==> src/rtl/dma_r_sched.sv <==
// Round-robin scheduler feeding chunked jobs to the external->OCM DMA read engine.
// Optional request checking (req_err output) is enabled by defining DMA_R_SCHED_CHECK_EN.
module dma_r_sched #(
  parameter int NCH       = 4,
  parameter int AXI_DW    = 128,
  parameter int MAX_CHUNK = 4096,
  localparam int CH_W     = $clog2(NCH)
) (
  input  logic              usr_clk,
  input  logic              usr_reset_n,
  input  logic [NCH-1:0]    req_valid,
  output logic [NCH-1:0]    req_ready,
  input  logic [NCH*32-1:0] req_src_sa,
  input  logic [NCH*32-1:0] req_dst_sa,
  input  logic [NCH*32-1:0] req_len,
  output logic [NCH-1:0]    req_done,
  output logic              cfg_valid,
  input  logic              cfg_ready,
  output logic [31:0]       cfg_src_sa,
  output logic [31:0]       cfg_dst_sa,
  output logic [31:0]       cfg_len,
  input  logic              eng_done,
  output logic              busy,
  output logic [CH_W-1:0]   cur_ch
`ifdef DMA_R_SCHED_CHECK_EN
  , output logic [NCH-1:0]  req_err
`endif
);

  localparam logic [31:0] MAX_LEN = 32'(MAX_CHUNK);

  if ((AXI_DW % 8 != 0) || (MAX_CHUNK % (AXI_DW / 8) != 0)) begin : g_bad_param
    $error("dma_r_sched: MAX_CHUNK must be a multiple of the beat size");
  end

  typedef enum logic [1:0] {IDLE, GRANT, ISSUE, WAIT} state_t;

  state_t          state, state_nxt;
  logic [CH_W-1:0] rr_ptr;
  logic [CH_W-1:0] grant_idx;
  logic [CH_W-1:0] grant_nxt_ptr;
  logic            grant_found;
  logic [NCH-1:0]  grant_oh;
  logic [31:0]     grant_src, grant_dst, grant_len;
  logic [31:0]     rem_src, rem_dst, rem_len;
  logic [31:0]     chunk_len;
  logic            grant_skip;

  // First valid channel at or after the rotating pointer wins.
  always_comb begin
    grant_found = 1'b0;
    grant_idx   = '0;
    for (int i = 0; i < NCH; i++) begin
      if (!grant_found && req_valid[(int'(rr_ptr) + i) % NCH]) begin
        grant_found = 1'b1;
        grant_idx   = CH_W'((int'(rr_ptr) + i) % NCH);
      end
    end
  end

  assign grant_oh      = NCH'(1) << grant_idx;
  assign grant_nxt_ptr = (grant_idx == CH_W'(NCH - 1)) ? '0 : grant_idx + 1'b1;
  assign grant_src     = req_src_sa[32*grant_idx +: 32];
  assign grant_dst     = req_dst_sa[32*grant_idx +: 32];
  assign grant_len     = req_len[32*grant_idx +: 32];
  assign chunk_len     = (rem_len > MAX_LEN) ? MAX_LEN : rem_len;

`ifdef DMA_R_SCHED_CHECK_EN
  localparam logic [31:0] B_MASK = 32'(AXI_DW / 8 - 1);
  assign grant_skip = (grant_len == '0) || ((grant_src & B_MASK) != '0) ||
                      ((grant_dst & B_MASK) != '0) || ((grant_len & B_MASK) != '0);
`else
  assign grant_skip = (grant_len == '0);
`endif

  always_ff @(posedge usr_clk or negedge usr_reset_n) begin
    if (!usr_reset_n) state <= IDLE;
    else              state <= state_nxt;
  end

  always_comb begin
    state_nxt  = state;
    req_ready  = '0;
    cfg_valid  = 1'b0;
    cfg_src_sa = '0;
    cfg_dst_sa = '0;
    cfg_len    = '0;
    busy       = (state != IDLE);
    case (state)
      IDLE: begin
        if (|req_valid) state_nxt = GRANT;
      end
      GRANT: begin
        if (grant_found) begin
          req_ready = grant_oh;
          state_nxt = grant_skip ? IDLE : ISSUE;
        end else begin
          state_nxt = IDLE;
        end
      end
      ISSUE: begin
        cfg_valid  = 1'b1;
        cfg_src_sa = rem_src;
        cfg_dst_sa = rem_dst;
        cfg_len    = chunk_len;
        if (cfg_ready) state_nxt = WAIT;
      end
      WAIT: begin
        if (eng_done) state_nxt = (rem_len == '0) ? IDLE : ISSUE;
      end
      default: state_nxt = IDLE;
    endcase
  end

  // Request context; cur_ch returns to 0 whenever the FSM goes back to IDLE.
  always_ff @(posedge usr_clk or negedge usr_reset_n) begin
    if (!usr_reset_n) begin
      rr_ptr   <= '0;
      cur_ch   <= '0;
      rem_src  <= '0;
      rem_dst  <= '0;
      rem_len  <= '0;
      req_done <= '0;
`ifdef DMA_R_SCHED_CHECK_EN
      req_err  <= '0;
`endif
    end else begin
      req_done <= '0;
`ifdef DMA_R_SCHED_CHECK_EN
      req_err  <= '0;
`endif
      case (state)
        GRANT: begin
          if (grant_found) begin
            rem_src <= grant_src;
            rem_dst <= grant_dst;
            rem_len <= grant_len;
            rr_ptr  <= grant_nxt_ptr;
            if (grant_skip) begin
              req_done <= grant_oh;
              cur_ch   <= '0;
`ifdef DMA_R_SCHED_CHECK_EN
              req_err  <= grant_oh;
`endif
            end else begin
              cur_ch <= grant_idx;
            end
          end
        end
        ISSUE: begin
          if (cfg_ready) begin
            rem_src <= rem_src + chunk_len;
            rem_dst <= rem_dst + chunk_len;
            rem_len <= rem_len - chunk_len;
          end
        end
        WAIT: begin
          if (eng_done && (rem_len == '0)) begin
            req_done[cur_ch] <= 1'b1;
            cur_ch           <= '0;
          end
        end
        default: ;
      endcase
    end
  end

endmodule

==> config.mk <==
export PLATFORM = sky130hd
export DESIGN_NAME = dma_r_sched
export DESIGN_NICKNAME = d
export VERILOG_FILES = /design/src/rtl/dma_r_sched.sv
export SDC_FILE = /design/constraint.sdc
export NUM_CORES = 1
export LEC_CHECK = 0
export ABC_AREA = 1
export CAP_MARGIN = 20
export CORE_AREA = 2 2 197 199
export CTS_BUF_LIST = sky130_fd_sc_hd__clkbuf_2
export DETAILED_ROUTE_END_ITERATION = 8
export DIE_AREA = 0 0 199 201
export PLACE_DENSITY = 0.78
export RECOVER_POWER = 25
export SYNTH_ARGS = -nofsm -noshare
export SYNTH_HDL_FRONTEND = slang
export SYNTH_SLANG_ARGS = --single-unit
==> constraint.sdc <==
create_clock -name usr_clk -period 3.8 [get_ports usr_clk]
set_clock_uncertainty 0.15 [all_clocks]
set_input_delay 0.38 -clock usr_clk [delete_from_list [all_inputs] [get_ports usr_clk]]
set_output_delay 0.38 -clock usr_clk [all_outputs]
set_load 0.02 [all_outputs]
**Signal wires on met4**

The bar under the picture is 50 um long.
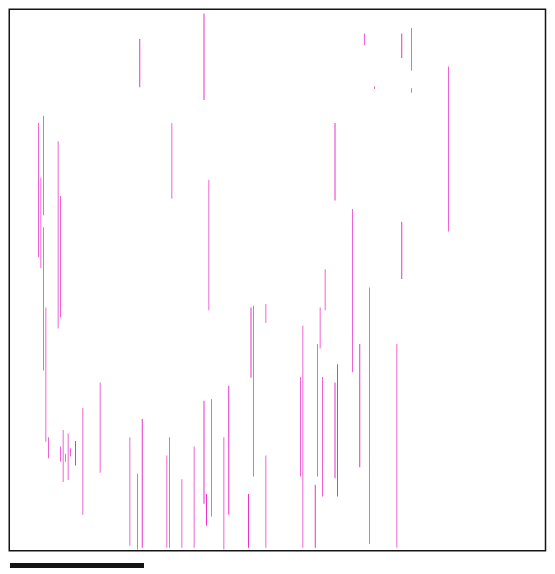
- nets with wire on the layer: 54
- wire length on this layer: 1950 um
- longest straight run: 95.2 um
- share of all routed wire: 3.2%
- main direction: vertical

**Routed metal, one colour a layer**

Two of the layers only.
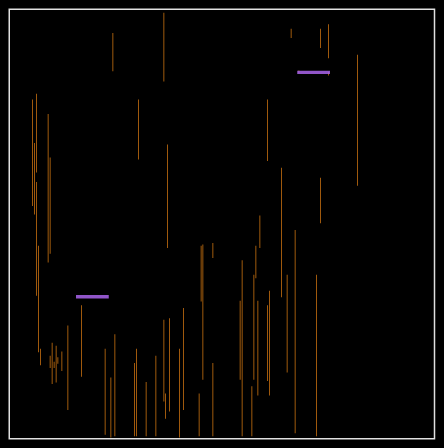
- purple: met5 (wire length 27.6 um)
- orange: met4 (wire length 1950 um)

**Congestion heat map**

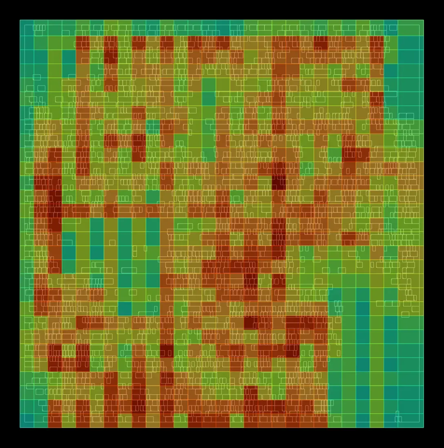
wire per inst: 18.9 um
grt peak-use layer: met2
met1 Use GR: 0.397

**Sequential cells grouped by signal name**

The bar under the picture is 50 um long. Other sequential cells in the stronger grey, the rest of the logic in the fainter grey.
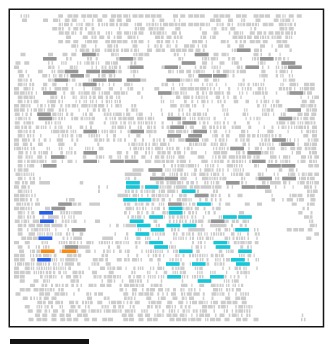
- blue: req_done (sequential cells 4)
- orange: rr_ptr (sequential cells 2)
- cyan: rem_len (sequential cells 32)

==> job_summary.md <==
## Synthesis and layout report

| Metric | Value |
|---|---|
| Critical-path maximum fanout | 17 |
| Yosys warnings | 0 |
| Inverter count | 198 |
| Prevailing post-synth register cell | dfrtp_1 |
| EDFF count, synth | 0 |
| Failing checks | capacitance limit, slew limit |
| Vias per cell | 5.37 |
| Largest regs | rem_dst: 32 flops, rem_len: 32 flops, rem_src: 32 flops |
| Die Ht | 201 um |
| Number of multi-input logic gates | 1810 |
| Synth top area cells | dfrtp_1 20%, nand2_1 15%, nor2_1 8.8% |
| Post-synthesis register bit count | 106 |
| Met3 Resource Use GR | 0.0539 |
| Worst setup endpoint | cfg_len[0] |
| Post-CTS Hold Fix Bufs | 1 |
| Clock power frac | 0.067 |
| Vias in the first global route | 16000 |
| Flop+latch power | 2100 uW |
| Yosys top cell by instances | nand2_1 |
| Comb area share | 0.488 |
| Largest class | logic gates |
| Worst R2R End | rem_src[23] |
| Power share of the combinational group | 0.742 |
| Post-route minimum period | 3.64 ns |
| DR pass1 iterations | 6 |
| CP arrival | 3.11 ns |
| Fin crit share | 0.957 |
| CP Launch Point | rem_len[19] |
| Slowest CP cell | clkdlybuf4s50_1 |
| Clk ins delay skew pair | 0.68 ns |
| Global-route wire length before repair | 90.4 mm |
| Initial DRC Count | 1777 |
| Total tool warning count | 30 |
| Drt drc | 0 |
| And+or+nand+nor area frac | 0.360 |
| Worst Setup Path Type | register to output port |
| Mux area share | 0 |
| WL met3 | 5.04 mm |
| Switching power share of the total | 0.539 |
| Count of final hold-check violations | 0 |
| WL final | 60.5 mm |
| DR vias | 17200 |
| WP data required | 3.27 ns |
| Worst slew pin tran | 1.77 ns |
| Hold Crit Start | req_dst_sa[60] |
| Leakage power | 0.00877 uW |
| Endpoints failing setup | 0 |
| CTS Root Cell | clkbuf_2 |
| Port Buffer Count | 480 |
| Most numerous logic cell after layout | nand2_1 |
| Setup TNS | 0 ns |
| N_taps | 518 |
| Pre-CTS WS | 0.0235 ns |
| Final non-filler cell total | 3199 |
| Worst hold slack | 0.191 ns |
| Adder share | 0.0670 |
| Element type at the critical path end | output port |
| Final instance area | 19000 um2 |
| Register Area | 2660 um2 |
| Worst reg2reg path depth | 23 |
| Cells resized by post-CTS repair | 8 |
| Top area contributor share | 0.202 |
| Cells after Synth | 2206 |
| RSZ-0062 raised after global routing | true |
| I/O pin total | 500 |
| Sum of buffers and inverters on the critical path | 2 |
| Yosys chip area | 13100 um2 |
| Max frequency | 275 MHz |
| Clock buffers | 9 |
| Max clock buf depth | 2 |
| Top Layer Used | met5 |
| Top pwr grp | combinational cells |
| CP cell instances | nor2_1 -> nand2_1 -> nor2_1 -> nand2_1 -> nor2_4 -> nand2_4 -> buf_4 -> nor3_1 -> clkdlybuf4s50_1 |
| Post-detail-place hpwl | 48.2 mm |
| CP peak stage delay | 0.70 ns |
| # rows | 72 |
| Yosys xor share | 0.0361 |
| Fill cells | 3880 |
| Synth Area in Compound Gates | 0.222 |
| Register share of total power | 0.192 |
| Comb. pwr | 8130 uW |
| Peak supply drop | 0.346 mV |
| Int Pwr | 5050 uW |
| Register share after synthesis | 0.202 |
| Core area | 38100 um2 |
| Syn avg cell area | 5.94 um2 |
| CP Depth | 9 |
| Num CTS Buffers | 9 |
| Largest delay share family, worst path | simple AND/OR/NAND/NOR gates |
| Net switching power | 5920 uW |
| Outcome | finished with violations |
| Met2 wire len | 27.1 mm |
| Clock-pin slew on the worst setup and hold paths | 0.34 ns |
| Final nets | 3136 |
| Placed Cells | 3174 |
| Core Util at FP | 0.344 |
| Fraction of layout cells with a size suffix above 1 | 0.0463 |
| Setup ws final | 0.162 ns |
| Global route total overflow | 0 |
| Area growth, synth to finish | 44.6% |
| Post-synth top cells | 533 x nand2_1, 308 x nor2_1, 190 x inv_1 |
| Non-CTS buffers | 550 |
| Ys async rst share | 1.00 |
| Area of the die | 40000 um2 |
| CTS tree | done |
| Final Util | 0.497 |
| Initial antenna violation count | 4 |
| Overall power | 11000 uW |
| Fin. max-slew vios | 64 |
| Dpl cell area | 18700 um2 |
| Worst reg2reg startpoint | rem_len[19] |
| Worst slew margin | -0.181 |
| Flop share of the area | 0.140 |
| Startpoint Class | register |
| Hold path depth | 5 |
| Flop count | 106 |
| H-Tree Depth | 3 |
| Clock sink total | 106 |
| Dominant combinational family | simple AND/OR/NAND/NOR gates |
| Metal-1 WL | 26.3 mm |
| Max Cap Viol | 1 |
| Total GRT Usage | 0.291 |
| Top Layout Cells | 532 x nand2_1, 470 x clkdlybuf4s50_1, 301 x nor2_1, 190 x inv_1, 177 x o21ai_0 |
| Hold Crit Class | primary input to register |
| DIE WIDTH | 199 um |
| Hold endpoint | rem_dst[28] |
| Routing usage on met2 | 0.463 |
| Mapped Area | 13100 um2 |
| Distinct cells, synth | 50 |
Power is estimated from default activity; no workload was simulated.
